Design mux_8_1_flat, sky130hd; sources not shown.
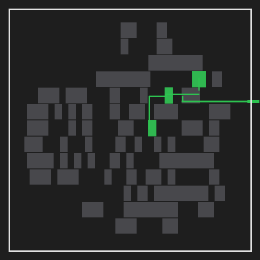
(run_1/port_trees.png)
Drawn at 6 px/µm.
[bus_en] green | direction: input | edge: right | end cells: 3 | buffers: 1 | wire: 27.9 µm
number of port buffers: 18
I/O Pins: 19

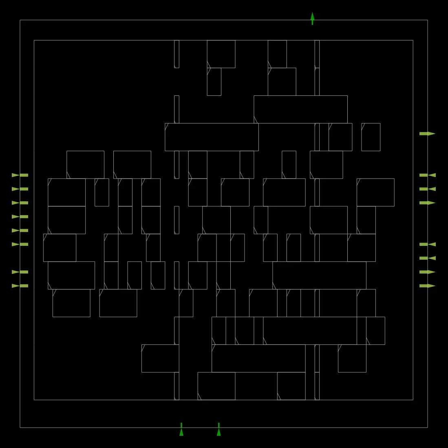
(run_1/placed.png)
non-filler instance count after layout: 75
share of cell area taken by flip-flops and latches: 25.6%
Core ar.: 0.00132 mm²

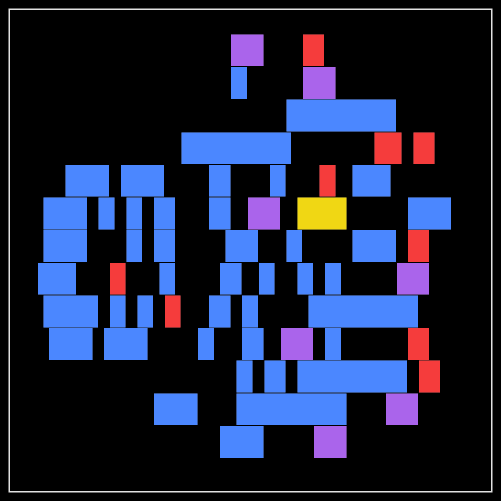
(run_1/sizing.png)
Drawn at 12 px/µm.
[x3 and x4] purple | cells: 7 | most used: buf_4
[x2] red | cells: 9 | most used: buf_2
[x1 and smaller] blue | cells: 43 | most used: nand2_1
[x6 and larger] yellow | cells: 1 | most used: buf_6
Repair and plain buffers: 23
post-route standard cell area excluding fillers: 488 µm²
crit path setup slack, layout: -51.9 ps

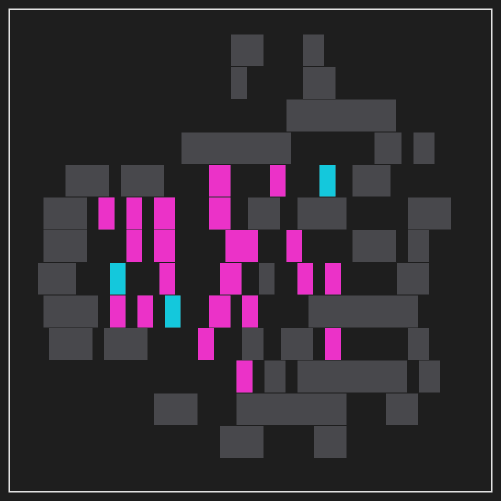
(run_1/gates.png)
Drawn at 12 px/µm.
[nand cells] magenta | cells: 21 | most used: nand2_1
[inv cells] cyan | cells: 3 | most used: inv_2
most common library cell in the layout ignoring fill and taps: sky130_fd_sc_hd__nand2_1
multi-input gate share of the layout cell area: 22.6%

==> flow_summary.rst <==
Run summary
-----------

.. list-table::
   :header-rows: 1

   * - Metric
     - Value
   * - Outcome
     - finished with violations
   * - Failing checks
     - setup timing
   * - Synth area leader
     - sky130_fd_sc_hd__dfrtp_1
   * - Remaining routing DRC violations
     - 0
   * - Yosys warning total
     - 0
   * - Dominant cells by area after synthesis
     - sky130_fd_sc_hd__dfrtp_1 51%, sky130_fd_sc_hd__nand2_1 21%, sky130_fd_sc_hd__nand3_1 12%
   * - Congestion Overflow GR
     - 0
   * - Final RePlAce weighted congestion
     - between 0.6 and 0.7
   * - GRT Overall Usage
     - 11.2%
   * - Number of antenna violations at the first check in global routing
     - 0
   * - Yosys cell count
     - 33
   * - Required time at the worst-slack endpoint
     - roughly 700 ps
   * - Post-detailed-route via-to-cell ratio
     - 4.12
   * - Period utilization
     - 106%
   * - Flip-flop and latch count after synthesis
     - 5
   * - Library cell contributing the largest single delay on the critical path
     - sky130_fd_sc_hd__dfrtp_1
   * - Final Max-Slew Violation Tally
     - 0
   * - Share of post-route cells with drive strength above 1
     - ~28%
   * - Antenna viol nets, final
     - 0
   * - Post-CTS clock slew at the launch and capture registers of the worst setup and hold paths
     - 40 ps
   * - Setup slack of the most critical reg-to-reg path
     - -30 ps
   * - Buffer and inverter count on the worst path
     - 1
   * - Vias in the first global route
     - between 200 and 300
   * - HP Class
     - in -> async
   * - Area of the mapped netlist
     - 246 µm²
   * - Later-pin clock latency in the skew report
     - 240 ps
   * - Synth-to-Final Area Change
     - 98.0%
   * - TritonCTS clock tree
     - yes
   * - Post-synthesis sequential area ratio
     - 50.8%
   * - Power consumption
     - 0.751 mW
   * - Cts bufs inserted
     - 3
   * - Number of nets produced by synthesis
     - 47
   * - Number of placement rows
     - 13
   * - Count of mapped cells out of synthesis
     - 33
   * - Routed wirelength normalized by instance count
     - between 9 and 10 µm
   * - Global-route wire length before repair
     - 1.10 mm
   * - Crit. path cell count
     - 1
   * - Post-synthesis area per instance
     - 7.47 µm²
   * - Length in cells of the worst reg-to-reg path
     - 4
   * - Signal arrival time at the worst endpoint
     - 730 ps
   * - Cell at the root of the clock tree
     - sky130_fd_sc_hd__clkbuf_4
   * - RSZ-0062 raised after global routing
     - true
   * - Violation count after the first detailed-route iteration
     - 6
   * - Fraction of the core area occupied by cells at floorplan
     - between 10% and 20%
   * - Met3 demand-to-capacity share in global routing
     - 5.00%
   * - Worst slew slack as a fraction of its limit
     - 84.6%
   * - Maximum buffer depth of the clock tree
     - 2
   * - Final count of hold timing violations
     - 0
   * - Num Clock Sinks
     - 5
   * - Hold_ws
     - 173 ps
   * - Worst stage delay on the critical path
     - 370 ps
   * - Die width
     - 40.1 µm
   * - Warning total across the stage logs
     - 28
   * - Cell area after placement
     - 468 µm²
   * - Ant. Diodes
     - 0
   * - Count of placed standard cells including taps
     - around 69
   * - Max VDD drop
     - around 360 µV
   * - Synth cell types
     - 9
   * - Worst setup path category
     - reg -> out
   * - Slew of the pin with the lowest slew margin
     - 231 ps
   * - Crit Path Max Fanout
     - 2
   * - Kind of cell adding the most delay to the critical path
     - flip-flops
   * - Final critical path time including I/O delays and setup
     - 852 ps
   * - GR met2 Demand/Resource
     - 16.9%
   * - Place WS
     - -369 ps
   * - Max reg flops
     - 3
   * - Count of endpoints failing setup in the final report
     - 6
   * - Vias after detailed routing
     - 309
   * - Crit path setup slack, layout
     - -51.9 ps
   * - Busiest grt layer
     - met2
   * - Vertical die dimension
     - 40.1 µm
   * - TritonRoute pass-1 iters
     - 4
   * - Pin count of the biggest net entering global routing
     - 8
   * - Routing usage on met1
     - 11.4%
run 1: Yosys cell counts:
library cell and number:
sky130_fd_sc_hd__nand2_1 14, sky130_fd_sc_hd__inv_2 1, sky130_fd_sc_hd__inv_1 2, sky130_fd_sc_hd__nand3_1 6
sky130_fd_sc_hd__nor2_1 1, sky130_fd_sc_hd__o21ai_0 2, sky130_fd_sc_hd__nand3b_1 1, sky130_fd_sc_hd__dfrtp_1 5
sky130_fd_sc_hd__or2_2 1
run 1: kinds of logic (layout without fill, tap and decap cells):
kind of cell / count (synthesis) / count (layout) / share of synthesized area, %
simple gates: 23 / 23 / 40.6
flops: 5 / 5 / 50.8
buf+inv: 3 / 30 / 4.57
compound gates: 2 / 2 / 4.06
run 1: power breakdown:
part | internal [mW] | switching [mW] | total, mW
Sequential | 0.274 | 0.00881 | 0.283
Clock | 0.188 | 0.0966 | 0.285
Combinational | 0.116 | 0.0673 | 0.183
Total | 0.578 | 0.173 | 0.751
run 1: per-layer routing:
metal	wire [µm]	share of wire, %	up-vias
met1	290	42	134
met4	0	0	0
li1	-	-	159
met5	0	0	-
met2	308	44	16
met3	97	14	0
run 1: layout make-up:
class,count,area [µm²]
Sequential cell,5,125
Multi-Input combinational cell,25,110
Clock buffer,4,26.3
Inverter,3,11.3
Fill cell,173,830
Timing Repair Buffer,23,196
Tap cell,15,18.8
run 1: through the flow:
stage               util (%)  TNS [ps]
finish                  37.0      -252
global route            37.0      -490
CTS                     36.3      -324
detailed placement      35.5     -1840
global placement        35.5     -1830
floorplan                  -         0
run 1: placed cells by master (no fill, tap or decap), types with 2 or more instances in the layout:
cell type / instances
sky130_fd_sc_hd__buf_4: 4
sky130_fd_sc_hd__clkbuf_4: 3
sky130_fd_sc_hd__nand2_1: 14
sky130_fd_sc_hd__nand3_1: 6
sky130_fd_sc_hd__dlygate4sd2_1: 2
sky130_fd_sc_hd__inv_2: 3
sky130_fd_sc_hd__clkdlybuf4s50_1: 9
sky130_fd_sc_hd__dfrtp_1: 5
sky130_fd_sc_hd__buf_2: 5
run 1: repair_timing:
action	in CTS	in global routing
endpoints found under the setup margin	6	7
gates resized	24	2
buffers inserted	1	1
hold endpoints to repair	0	0
Power is estimated from default activity; no workload was simulated.
